**src/rtl/ahb2apb_bridge_pkg.sv**
```systemverilog
// Shared definitions for the AHB-Lite to APB2 bridge:
// FSM state encodings and AHB protocol codes.
package ahb2apb_bridge_pkg;

    typedef enum logic [2:0] {
        ST_IDLE   = 3'd0,
        ST_WDATA  = 3'd1,
        ST_SETUP  = 3'd2,
        ST_ACCESS = 3'd3,
        ST_DONE   = 3'd4,
        ST_ERR1   = 3'd5,
        ST_ERR2   = 3'd6
    } state_t;

    localparam logic [1:0] HTRANS_IDLE   = 2'b00;
    localparam logic [1:0] HTRANS_BUSY   = 2'b01;
    localparam logic [1:0] HTRANS_NONSEQ = 2'b10;
    localparam logic [1:0] HTRANS_SEQ    = 2'b11;

    localparam logic [2:0] HSIZE_WORD = 3'b010;

    localparam logic HRESP_OKAY  = 1'b0;
    localparam logic HRESP_ERROR = 1'b1;

endpackage

```
**src/rtl/ahb2apb_bridge_psel_dec.sv**
```systemverilog
// APB slot select decoder: 4-bit index plus enable to 16-bit one-hot.
// Inverse of the read-mux select encoding in the APB subsystem.
module ahb2apb_bridge_psel_dec (
    input  logic [3:0]  i_idx,
    input  logic        i_en,
    output logic [15:0] o_sel
);

    always_comb begin
        o_sel = 16'h0000;
        if (i_en) begin
            o_sel[i_idx] = 1'b1;
        end
    end

endmodule

```
**src/rtl/ahb2apb_bridge.sv**
```systemverilog
// AHB-Lite slave converting single transfers into APB2 accesses
// on a 16-slot peripheral bus; all outputs registered.
module ahb2apb_bridge
    import ahb2apb_bridge_pkg::*;
#(
    parameter int SLOT_LSB = 12,
    parameter int ADDR_W   = 32
) (
    input  logic              PCLK,
    input  logic              PRST,
    input  logic              HSEL,
    input  logic [ADDR_W-1:0] HADDR,
    input  logic [1:0]        HTRANS,
    input  logic [2:0]        HSIZE,
    input  logic              HWRITE,
    input  logic [31:0]       HWDATA,
    input  logic              HREADY,
    output logic              HREADYOUT,
    output logic              HRESP,
    output logic [31:0]       HRDATA,
    output logic [ADDR_W-1:0] PADDR,
    output logic [15:0]       PSEL,
    output logic              PENABLE,
    output logic              PWRITE,
    output logic [31:0]       PWDATA,
    input  logic [31:0]       PRDATA
);

    state_t              r_state;
    logic [3:0]          r_slot;
    logic [ADDR_W-1:0]   r_haddr;
    logic                r_hreadyout;
    logic                r_hresp;
    logic [31:0]         r_hrdata;
    logic [ADDR_W-1:0]   r_paddr;
    logic [15:0]         r_psel;
    logic                r_penable;
    logic                r_pwrite;
    logic [31:0]         r_pwdata;

    logic                w_idle_like;
    logic                w_acc;
    logic                w_err;
    logic [3:0]          w_addr_slot;
    logic [3:0]          w_dec_idx;
    logic [15:0]         w_psel_oh;

    assign w_idle_like = (r_state == ST_IDLE) || (r_state == ST_DONE)
                      || (r_state == ST_ERR2);
    assign w_acc       = HSEL & HTRANS[1] & HREADY & w_idle_like;
    assign w_err       = (HSIZE != HSIZE_WORD) | (HADDR[1:0] != 2'b00);
    assign w_addr_slot = HADDR[SLOT_LSB+3:SLOT_LSB];
    // Writes decode the slot latched in the address phase; reads decode live.
    assign w_dec_idx   = (r_state == ST_WDATA) ? r_slot : w_addr_slot;

    ahb2apb_bridge_psel_dec u_psel_dec (
        .i_idx (w_dec_idx),
        .i_en  (1'b1),
        .o_sel (w_psel_oh)
    );

    always_ff @(posedge PCLK or posedge PRST) begin
        if (PRST) begin
            r_state     <= ST_IDLE;
            r_slot      <= 4'd0;
            r_haddr     <= '0;
            r_hreadyout <= 1'b1;
            r_hresp     <= HRESP_OKAY;
            r_hrdata    <= 32'd0;
            r_paddr     <= '0;
            r_psel      <= 16'h0000;
            r_penable   <= 1'b0;
            r_pwrite    <= 1'b0;
            r_pwdata    <= 32'd0;
        end else begin
            unique case (r_state)
                ST_IDLE, ST_DONE, ST_ERR2: begin
                    r_psel    <= 16'h0000;
                    r_penable <= 1'b0;
                    if (w_acc && w_err) begin
                        r_state     <= ST_ERR1;
                        r_hreadyout <= 1'b0;
                        r_hresp     <= HRESP_ERROR;
                    end else if (w_acc && HWRITE) begin
                        r_state     <= ST_WDATA;
                        r_slot      <= w_addr_slot;
                        r_haddr     <= HADDR;
                        r_hreadyout <= 1'b0;
                        r_hresp     <= HRESP_OKAY;
                    end else if (w_acc) begin
                        r_state     <= ST_SETUP;
                        r_slot      <= w_addr_slot;
                        r_paddr     <= HADDR;
                        r_pwrite    <= 1'b0;
                        r_psel      <= w_psel_oh;
                        r_hreadyout <= 1'b0;
                        r_hresp     <= HRESP_OKAY;
                    end else begin
                        r_state     <= ST_IDLE;
                        r_hreadyout <= 1'b1;
                        r_hresp     <= HRESP_OKAY;
                    end
                end
                ST_WDATA: begin
                    r_state  <= ST_SETUP;
                    r_pwdata <= HWDATA;
                    r_paddr  <= r_haddr;
                    r_pwrite <= 1'b1;
                    r_psel   <= w_psel_oh;
                end
                ST_SETUP: begin
                    r_state   <= ST_ACCESS;
                    r_penable <= 1'b1;
                end
                ST_ACCESS: begin
                    r_state     <= ST_DONE;
                    r_psel      <= 16'h0000;
                    r_penable   <= 1'b0;
                    r_hreadyout <= 1'b1;
                    r_hresp     <= HRESP_OKAY;
                    if (!r_pwrite) begin
                        r_hrdata <= PRDATA;
                    end
                end
                ST_ERR1: begin
                    r_state     <= ST_ERR2;
                    r_hreadyout <= 1'b1;
                    r_hresp     <= HRESP_ERROR;
                end
                default: begin
                    r_state     <= ST_IDLE;
                    r_psel      <= 16'h0000;
                    r_penable   <= 1'b0;
                    r_hreadyout <= 1'b1;
                    r_hresp     <= HRESP_OKAY;
                end
            endcase
        end
    end

    assign HREADYOUT = r_hreadyout;
    assign HRESP     = r_hresp;
    assign HRDATA    = r_hrdata;
    assign PADDR     = r_paddr;
    assign PSEL      = r_psel;
    assign PENABLE   = r_penable;
    assign PWRITE    = r_pwrite;
    assign PWDATA    = r_pwdata;

endmodule

```
**config.mk**
```make
export PLATFORM = sky130hd
export DESIGN_NAME = ahb2apb_bridge
export DESIGN_NICKNAME = d
export VERILOG_FILES = /design/src/rtl/ahb2apb_bridge_pkg.sv /design/src/rtl/ahb2apb_bridge_psel_dec.sv /design/src/rtl/ahb2apb_bridge.sv
export SDC_FILE = /design/constraint.sdc
export NUM_CORES = 1
export LEC_CHECK = 0
export CAP_MARGIN = 20
export CORE_MARGIN = 2
export CORE_UTILIZATION = 25
export CTS_CLUSTER_SIZE = 25
export DETAILED_ROUTE_END_ITERATION = 10
export PLACE_DENSITY = 0.56
export SLEW_MARGIN = 5
export SYNTH_ARGS = -nofsm -noshare
export SYNTH_HDL_FRONTEND = slang
export SYNTH_SLANG_ARGS = --single-unit
export TNS_END_PERCENT = 50
```
**constraint.sdc**
```tcl
create_clock -name PCLK -period 9.1 [get_ports PCLK]
set_clock_uncertainty 0.1 [all_clocks]
set_input_delay 1.365 -clock PCLK [delete_from_list [all_inputs] [get_ports PCLK]]
set_output_delay 1.365 -clock PCLK [all_outputs]
set_load 0.01 [all_outputs]
```
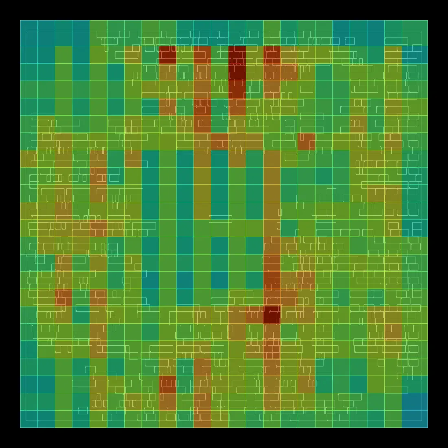
Fig. 1. Routing congestion.
global routing's busiest layer: met2
M1 GR Usage: 16.0%
global-route track usage on met2: 20.5%
Routed WL per cell: 15.0 µm
final standard cell utilization of the core: 38.4%

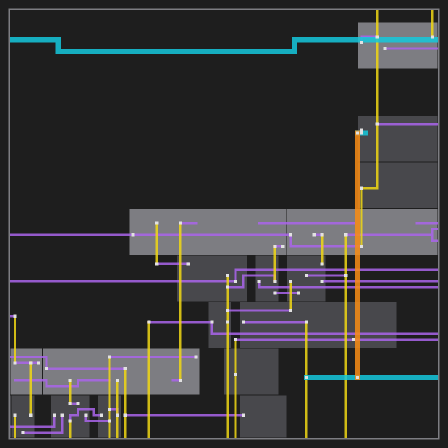
Fig. 2. Layout detail.
Window x 28 to 53, y 109 to 134 µm. Cells in grey, sequential cells in the stronger grey; small squares are vias.
| colour | layer |
|---|---|
| purple | metal 1 |
| cyan | metal 3 |
| orange | metal 4 |
| yellow | metal 2 |
netlist names of flops here include: PADDR (2)
sequential cells in the window: 4
most frequent: dfrtp_1 (4), nand2_1 (3)
cells with their middle in the window: 15

==> design notes <==
The report gives the cell count of the worst hold path as 2. For the hold buffer count at CTS, the log shows 0. The run gives 12.7% as the global router's overall resource usage. Top cell family by delay on the critical path: simple AND/OR/NAND/NOR gates. The critical path in the final layout is reported with a setup slack of 5440 ps.

Power comes to 0.00294 W. The run gives 0 as the final-report hold violation count. Leaving out buffers and inverters, the combinational logic in the layout accounts for 0.00220 mm². The power density over cell area was 314 mW/mm². The run reported a max-capacitance violation count of 0. For the routed wire length, the log shows 16800 µm.

The clock transition at the registers of the reported paths came out at 60 ps. The number of distinct library cell variants in the gate-level netlist after synthesis was 45; the total grt overflow was 0. Delay of the slowest cell on the worst path: 550 ps. 222 I/O pins were placed.

The initial DRC count is 195. Looking at the post-CTS report, the setup buffer insertion count equals 0. The horizontal die size works out to 162 µm. For the finished layout, the period the worst path requires is 3660 ps.

Maximum net fanout on the critical path: 32. Reported leakage power: 4.11 nW. According to the floorplan log, the row count is 57. The first TritonRoute pass finished after 4 iterations. The number of antenna violations at the first check in global routing was 0; the level count of the clock H-tree was 4. For this run the detailed placement stage logged an HPWL of 11000 µm.

The run gives 0 as the number of nets with antenna violations after routing. The flow ran to the end, and the final reports show no timing, DRC or antenna violations. Of all flip-flops after synthesis, the portion carrying an async set or reset was 100%.

The source-to-sink clock delay at the later pin of the worst-skew pair was 420 ps; the slew at the pin closest to its max-slew limit was 915 ps. The worst register-to-register path begins at r_state[2]. In the final layout, flip-flops and latches occupy 0.00388 mm².

Looking at the setup timing report, the critical path kind is in2reg. Counting every sink on the clock net gives 155. The worst slack on hold paths was 370 ps. With the worst slack at placement at 4800 ps, the mapped cell area is 0.00624 mm².

The floorplan step set the die height to 162 µm. The number of global-route vias before repair was 4692; the maximum number of pins on one net before global-route repair was 87. The logs give 0 for the total of cells resized after clock tree synthesis and 567 for the cell count after synthesis. The tools report the origin of the worst setup path as HSIZE[0]. Yosys reported a register bit count of 155.

Counting every net in the synthesized netlist gives 673. The number of DRC violations after detailed routing was 0.
[report_power, final]
group / leakage, nW / switching [W] / internal [W] / total, W
logic: 1.89 / 0.000529 / 0.000601 / 0.00113
clock network: 0.290 / 0.000306 / 0.000449 / 0.000756
registers: 1.94 / 0.000132 / 0.000926 / 0.00106
total: 4.11 / 0.000967 / 0.00198 / 0.00294
[sequential cells by signal, indices dropped and copies added, names as in the netlist, 3 cells and up]
| signal | flops |
|---|---|
| r_haddr | 32 |
| PADDR | 32 |
| PWDATA | 32 |
| r_state | 3 |
| r_slot | 4 |
| PSEL | 16 |
| HRDATA | 32 |
[metal layers]
metal	GRT usage, %	up-vias	part of all wire (%)
met4	3.46	0	0.99
met5	0	-	0
met2	20.5	154	47
met1	16.0	2284	44
li1	-	2324	-
met3	4.75	12	8.3
[metrics by stage]
step | utilization [%] | cells | cell area, µm²
finish | 38.4 | 1118 | 9370
global route | 38.4 | 1118 | 9370
CTS | 38.4 | 1118 | 9370
detailed placement | 35.9 | 1086 | 8760
global placement | 35.9 | 1086 | 8760
floorplan | - | 567 | 6240
[worst reg2reg max path, cell delays in order (launching register included)]
cell      delay [ps]
dfrtp_1          530
nand2b_4         240
nand4_4          210
nor2_4           280
nand2_2          540
mux2_2           500
[kinds of logic (layout without fill, tap and decap cells)]
logic type	Yosys count	count (layout)	share of synthesized area (%)
buffers and inverters	36	263	2.81
flip-flops	155	155	62.2
XOR/XNOR	2	2	0.281
AND-OR/OR-AND	72	72	7.14
multiplexers	65	65	11.8
AND/OR/NAND/NOR	237	237	15.8
[worst paths after layout]
check                                    to  slack [ps]
min in group asynchronous         PWDATA[8]        1390
max in group asynchronous        PWDATA[20]        6120
worst min-delay path             PWDATA[28]         370
worst min register to register   PWDATA[28]         370
worst max register to register  r_haddr[17]        6590
worst max-delay path            r_haddr[17]        5440
[Yosys cell counts (2+ instances only)]
cell / number / area [µm²]
mux2_1: 3 / 33.8
xnor2_1: 2 / 17.5
nor2_1: 37 / 139
nor3b_1: 4 / 30.0
dfrtp_1: 154 / 3850
buf_2: 17 / 85.1
o21ai_0: 20 / 100
a21oi_1: 5 / 25.0
a31oi_1: 32 / 200
mux2_2: 61 / 687
o32ai_1: 2 / 17.5
nand2_1: 177 / 664
and2_1: 3 / 18.8
a22o_1: 3 / 26.3
buf_6: 2 / 22.5
inv_1: 5 / 18.8
clkbuf_1: 10 / 37.5
a21o_1: 3 / 22.5
[final cells by class]
class,instances,area share [%]
tap,324,4.32
sequential,155,41.4
inverter,6,0.294
clock buffer,20,4.87
multi-input combinational,376,23.5
clock inverter,12,1.71
timing repair buffer,225,23.9
No activity file was given, so power comes from the tool's default toggle rates.
